[src/rtl/seg_pkg.sv]
// rtl/seg_pkg.sv - segment patterns, result codes and scan states for seg_scan_decoder
package seg_pkg;

    // Patterns are seg[6:0] = g..a, active-low
    localparam logic [6:0] SEG_0     = 7'b1000000;
    localparam logic [6:0] SEG_1     = 7'b1111001;
    localparam logic [6:0] SEG_2     = 7'b0100100;
    localparam logic [6:0] SEG_3     = 7'b0110000;
    localparam logic [6:0] SEG_4     = 7'b0011001;
    localparam logic [6:0] SEG_5     = 7'b0010010;
    localparam logic [6:0] SEG_6     = 7'b0000010;
    localparam logic [6:0] SEG_7     = 7'b1111000;
    localparam logic [6:0] SEG_8     = 7'b0000000;
    localparam logic [6:0] SEG_9     = 7'b0011000;
    localparam logic [6:0] SEG_BLANK = 7'b1111111;

    localparam logic [3:0] CODE_BLANK = 4'hF;
    localparam logic [3:0] CODE_ERR   = 4'hE;

    typedef enum logic [1:0] {
        IDLE,
        SETTLE,
        HOLD
    } scan_state_t;

endpackage

[src/rtl/seg_pattern_decode.sv]
// rtl/seg_pattern_decode.sv - combinational seven-segment pattern to BCD code lookup
module seg_pattern_decode
    import seg_pkg::*;
(
    input  logic [6:0] pattern,
    output logic [3:0] code,
    output logic       known
);

    always_comb begin
        known = 1'b1;
        case (pattern)
            SEG_0:     code = 4'd0;
            SEG_1:     code = 4'd1;
            SEG_2:     code = 4'd2;
            SEG_3:     code = 4'd3;
            SEG_4:     code = 4'd4;
            SEG_5:     code = 4'd5;
            SEG_6:     code = 4'd6;
            SEG_7:     code = 4'd7;
            SEG_8:     code = 4'd8;
            SEG_9:     code = 4'd9;
            SEG_BLANK: code = CODE_BLANK;
            default: begin
                code  = CODE_ERR;
                known = 1'b0;
            end
        endcase
    end

endmodule

[src/rtl/seg_scan_decoder.sv]
// rtl/seg_scan_decoder.sv - multiplexed seven-segment bus readback; SEG_DP_CAPTURE_EN adds decimal-point capture
module seg_scan_decoder
    import seg_pkg::*;
#(
    parameter int NUM_DIGITS    = 4,
    parameter int STABLE_CYCLES = 4
) (
    input  logic                          clk,
    input  logic                          reset_n,
    input  logic [7:0]                    seg,
    input  logic [NUM_DIGITS-1:0]         an,
    output logic [4*NUM_DIGITS-1:0]       digits,
    output logic [NUM_DIGITS-1:0]         dp,
    output logic [NUM_DIGITS-1:0]         err,
    output logic                          upd,
    output logic [$clog2(NUM_DIGITS)-1:0] upd_idx
);

    localparam int IDX_W = $clog2(NUM_DIGITS);
    localparam logic [7:0] CNT_LAST = 8'(STABLE_CYCLES - 1);

`ifdef SEG_DP_CAPTURE_EN
    localparam int SEG_W = 8;
`else
    // Decimal point is not part of the sample at all in this build
    localparam int SEG_W = 7;
    logic unused_seg_dp;
    assign unused_seg_dp = seg[7];
`endif

    logic [SEG_W-1:0]      seg_meta, seg_s, seg_prev;
    logic [NUM_DIGITS-1:0] an_meta, an_s, an_prev;

    // Reset to all-ones: blank segments, no digit selected
    always_ff @(posedge clk or negedge reset_n) begin
        if (!reset_n) begin
            seg_meta <= '1;
            seg_s    <= '1;
            seg_prev <= '1;
            an_meta  <= '1;
            an_s     <= '1;
            an_prev  <= '1;
        end else begin
            seg_meta <= seg[SEG_W-1:0];
            seg_s    <= seg_meta;
            seg_prev <= seg_s;
            an_meta  <= an;
            an_s     <= an_meta;
            an_prev  <= an_s;
        end
    end

    logic             an_valid;
    logic             stable;
    logic [IDX_W-1:0] sel_idx;
    logic [3:0]       code;
    logic             known;
    logic             capture;
    scan_state_t      state;
    logic [7:0]       cnt;

    assign an_valid = $onehot(~an_s);
    assign stable   = (seg_s == seg_prev) && (an_s == an_prev);
    assign capture  = (state == SETTLE) && an_valid && stable && (cnt == CNT_LAST);

    always_comb begin
        sel_idx = '0;
        for (int i = 0; i < NUM_DIGITS; i++) begin
            if (!an_s[i]) sel_idx = IDX_W'(i);
        end
    end

    seg_pattern_decode u_decode (
        .pattern (seg_s[6:0]),
        .code    (code),
        .known   (known)
    );

    always_ff @(posedge clk or negedge reset_n) begin
        if (!reset_n) begin
            state   <= IDLE;
            cnt     <= '0;
            digits  <= {NUM_DIGITS{CODE_BLANK}};
            err     <= '0;
            upd     <= 1'b0;
            upd_idx <= '0;
        end else begin
            upd <= 1'b0;
            case (state)
                IDLE: begin
                    cnt <= '0;
                    if (an_valid) state <= SETTLE;
                end
                SETTLE: begin
                    if (!an_valid) begin
                        state <= IDLE;
                        cnt   <= '0;
                    end else if (!stable) begin
                        cnt <= '0;
                    end else if (capture) begin
                        state                  <= HOLD;
                        cnt                    <= '0;
                        digits[4*sel_idx +: 4] <= code;
                        err[sel_idx]           <= err[sel_idx] | ~known;
                        upd                    <= 1'b1;
                        upd_idx                <= sel_idx;
                    end else begin
                        cnt <= cnt + 8'd1;
                    end
                end
                HOLD: begin
                    // One capture per dwell: only a change of sample re-arms settling
                    if (!an_valid) begin
                        state <= IDLE;
                        cnt   <= '0;
                    end else if (!stable) begin
                        state <= SETTLE;
                        cnt   <= '0;
                    end
                end
                default: begin
                    state <= IDLE;
                    cnt   <= '0;
                end
            endcase
        end
    end

`ifdef SEG_DP_CAPTURE_EN
    always_ff @(posedge clk or negedge reset_n) begin
        if (!reset_n) begin
            dp <= '0;
        end else if (capture) begin
            dp[sel_idx] <= ~seg_s[SEG_W-1];
        end
    end
`else
    assign dp = '0;
`endif

endmodule

[config.mk]
export PLATFORM = sky130hd
export DESIGN_NAME = seg_scan_decoder
export DESIGN_NICKNAME = d
export VERILOG_FILES = /design/src/rtl/seg_pkg.sv /design/src/rtl/seg_pattern_decode.sv /design/src/rtl/seg_scan_decoder.sv
export SDC_FILE = /design/constraint.sdc
export NUM_CORES = 1
export LEC_CHECK = 0
export CAP_MARGIN = 20
export CELL_PAD_IN_SITES_DETAIL_PLACEMENT = 0
export CELL_PAD_IN_SITES_GLOBAL_PLACEMENT = 2
export CORE_ASPECT_RATIO = 1.25
export CORE_UTILIZATION = 36
export CTS_BUF_LIST = sky130_fd_sc_hd__clkbuf_16
export DETAILED_ROUTE_END_ITERATION = 7
export GPL_ROUTABILITY_DRIVEN = 0
export PLACE_DENSITY_LB_ADDON = 0.05
export SLEW_MARGIN = 20
export SYNTH_ARGS = -nofsm -noshare
export SYNTH_HDL_FRONTEND = slang
export SYNTH_SLANG_ARGS = --single-unit
export TNS_END_PERCENT = 1
[constraint.sdc]
create_clock -name clk -period 3.6 [get_ports clk]
set_input_delay 1.08 -clock clk [delete_from_list [all_inputs] [get_ports clk]]
set_output_delay 1.08 -clock clk [all_outputs]
set_load 0.02 [all_outputs]
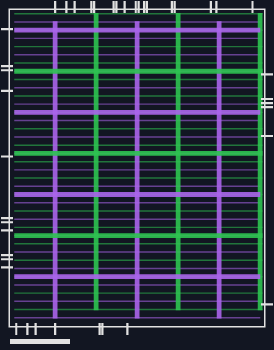
**Above:** run 1 (PDN straps and rails).
The bar under the picture is 20 um long. Pins as bars on the die edge.
Purple marks VSS. Green marks VDD.
38 met1 rails follow the rows. The core has 37 rows.

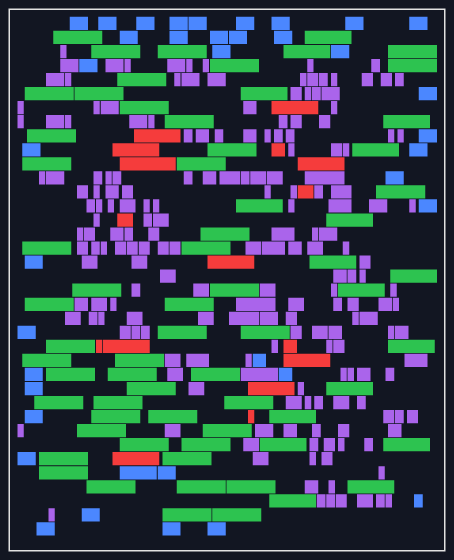
**Above:** run 1 (cell classes on the final placement).
Blue marks remaining buffers and delay cells, cells 38. Red marks clock drivers and dummy loads, cells 16. Green marks registers, cells 66. Purple marks remaining logic cells, cells 191.

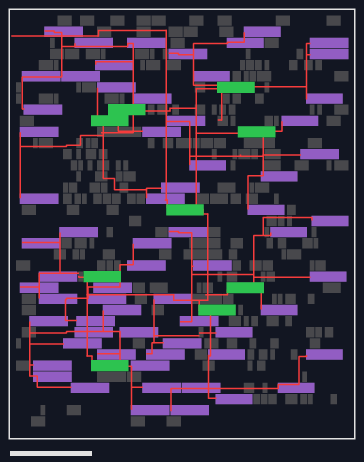
**Above:** run 1 (clock network drawn from the DEF).
The bar under the picture is 20 um long.
Red marks clock wires, length 965 um. Green marks clock-net drivers, count 9. Purple marks flip-flops, count 66.
Position of the flops: spread over the die. There are 10 routed clock nets.

==> Flow_metrics.wiki, run 1 <==
== Metrics ==
{| class="wikitable"
! Metric !! Value
|-
| Final global-route overflow total || 0
|-
| Launching element of the worst setup path || an_s[0]$_DFF_PN1_
|-
| Top delay family on crit path || simple AND/OR/NAND/NOR gates
|-
| Slew margin rel. || approximately 51%
|-
| Number of placed instances with taps included || between 300 and 400
|-
| Register containing the most flip-flops in the final layout || digits
|-
| Multi-input gates || 172
|-
| Port bufs || 35
|-
| Filler instances || 796
|-
| Async S/R FF share, synth || 100%
|-
| Skew-Pair Late Insertion Delay || roughly 320 ps
|-
| Avg Synthesized Cell Area || approximately 11 um^2
|-
| Inserted Clock Buffers || 9
|-
| Ys Warns || 0
|-
| First-pass iteration count of the detailed router || 4
|-
| Cells on worst reg2reg path || 9
|-
| Floorplan core density || 37.0%
|-
| Most common logic cells in the final layout || dfstp_2 (49), clkdlybuf4s50_1 (34), inv_1 (19), nand2_1 (19)
|-
| # Post-CTS Setup Buffers || 0
|-
| Origin of the critical flop-to-flop path || an_s[0]$_DFF_PN1_
|-
| Warning total across the stage logs || 27
|-
| Number of antenna violations at the first check in global routing || 0
|-
| Clock-pin slew of the registers on the worst-case setup and hold paths || 60 ps
|-
| Top area cell types || dfstp_2 (42%), dfrtp_1 (14%), mux2i_1 (4.0%)
|-
| Max-cap viol count || 0
|-
| Inverter count of the layout excluding clock inverters || 19
|-
| Setup slack of the most critical reg-to-reg path || 530 ps
|-
| Number of core rows || 37
|-
| FFs & Latches || ~66
|-
| Min-Delay Endpoint || an_s[0]$_DFF_PN1_
|-
| Unrepaired setup endpoints after global routing || false
|-
| Outcome || completed
|}
**Run 1: clock routing**

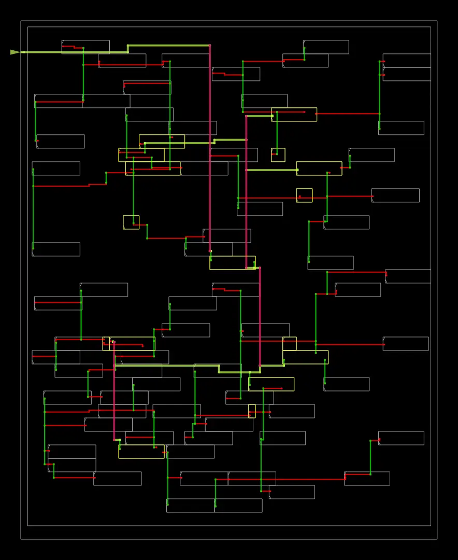

==> run 2, diff against run 1 <==
--- a/config.mk
+++ b/config.mk
@@ -11,9 +11,11 @@
 export CORE_ASPECT_RATIO = 1.25
 export CORE_UTILIZATION = 36
 export CTS_BUF_LIST = sky130_fd_sc_hd__clkbuf_16
+export CTS_CLUSTER_DIAMETER = 60
 export DETAILED_ROUTE_END_ITERATION = 7
 export GPL_ROUTABILITY_DRIVEN = 0
 export PLACE_DENSITY_LB_ADDON = 0.05
+export SETUP_SLACK_MARGIN = 0.4
 export SLEW_MARGIN = 20
 export SYNTH_ARGS = -nofsm -noshare
 export SYNTH_HDL_FRONTEND = slang
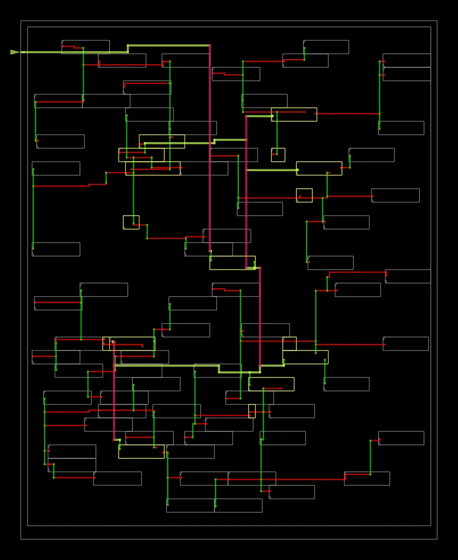
**Above:** run 2 (clock routing).
Final Skew: 3.83 ps
clock buffer instance count of the final layout: 9
Inserted Clock Buffers: 9
power in the clock group: 0.859 mW
FFs & Latches: 66

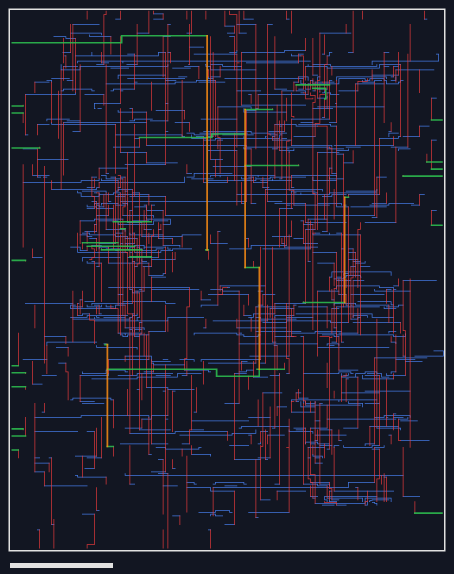
**Above:** run 2 (signal wires by layer).
The bar under the picture is 20 um long.
Orange marks M4, wire length 132 um. Red marks M2, wire length 2990 um. Green marks M3, wire length 219 um. Blue marks M1, wire length 2920 um.

==> Flow_metrics.wiki, run 2 <==
== Metrics ==
{| class="wikitable"
! Metric !! Value
|-
| Outcome || completed
|-
| Global-route wire length before repair || between 10000 and 15000 um
|-
| Max-cap viol count || 0
|-
| Sequential cell power || around 0.81 mW
|-
| Clock-pin slew of the registers on the worst-case setup and hold paths || around 60 ps
|-
| Share of final layout cell area taken by non-clock buffers || between 10% and 20%
|-
| Most common logic cells in the final layout || dfstp_2 (49), clkdlybuf4s50_1 (34), inv_1 (19), nand2_1 (19)
|-
| Top delay family on crit path || simple AND/OR/NAND/NOR gates
|-
| Number of placed instances with taps included || around 390
|-
| Unrepaired setup endpoints after global routing || true
|-
| Skew-Pair Late Insertion Delay || approximately 320 ps
|-
| Number of antenna violations at the first check in global routing || 0
|-
| Cells on Worst Hold Path || 0
|-
| Avg Synthesized Cell Area || 11.3 um^2
|-
| Inverter count of the layout excluding clock inverters || 19
|-
| Setup slack of the most critical reg-to-reg path || about 550 ps
|-
| Filler instances || between 700 and 800
|-
| Register containing the most flip-flops in the final layout || digits
|-
| Remaining antenna violation count after routing || 0
|-
| Fin Hold WS || 350 ps
|-
| Portion of total power attributed to the clock network || between 40% and 50%
|-
| Ys Warns || 0
|-
| # Post-CTS Setup Buffers || 0
|-
| Worst Hold Class || reg2reg
|-
| Setup tns final || 0 ps
|-
| Top area cell types || dfstp_2 (42%), dfrtp_1 (14%), mux2i_1 (4.0%)
|-
| Top cells by instance count after synthesis || dfstp_2 (49), inv_1 (19), nand2_1 (19)
|-
| Final global-route overflow total || 0
|-
| Slew margin rel. || between 50% and 60%
|-
| Warning total across the stage logs || 28
|-
| First-pass iteration count of the detailed router || 4
|-
| Slowest cell on the critical path || fa_1
|-
| Min-Delay Endpoint || an_s[0]$_DFF_PN1_
|-
| Cells on worst reg2reg path || 9
|-
| Cell depth of the worst setup path || 9
|-
| Port bufs || 35
|}
No activity file was given, so power comes from the tool's default toggle rates.
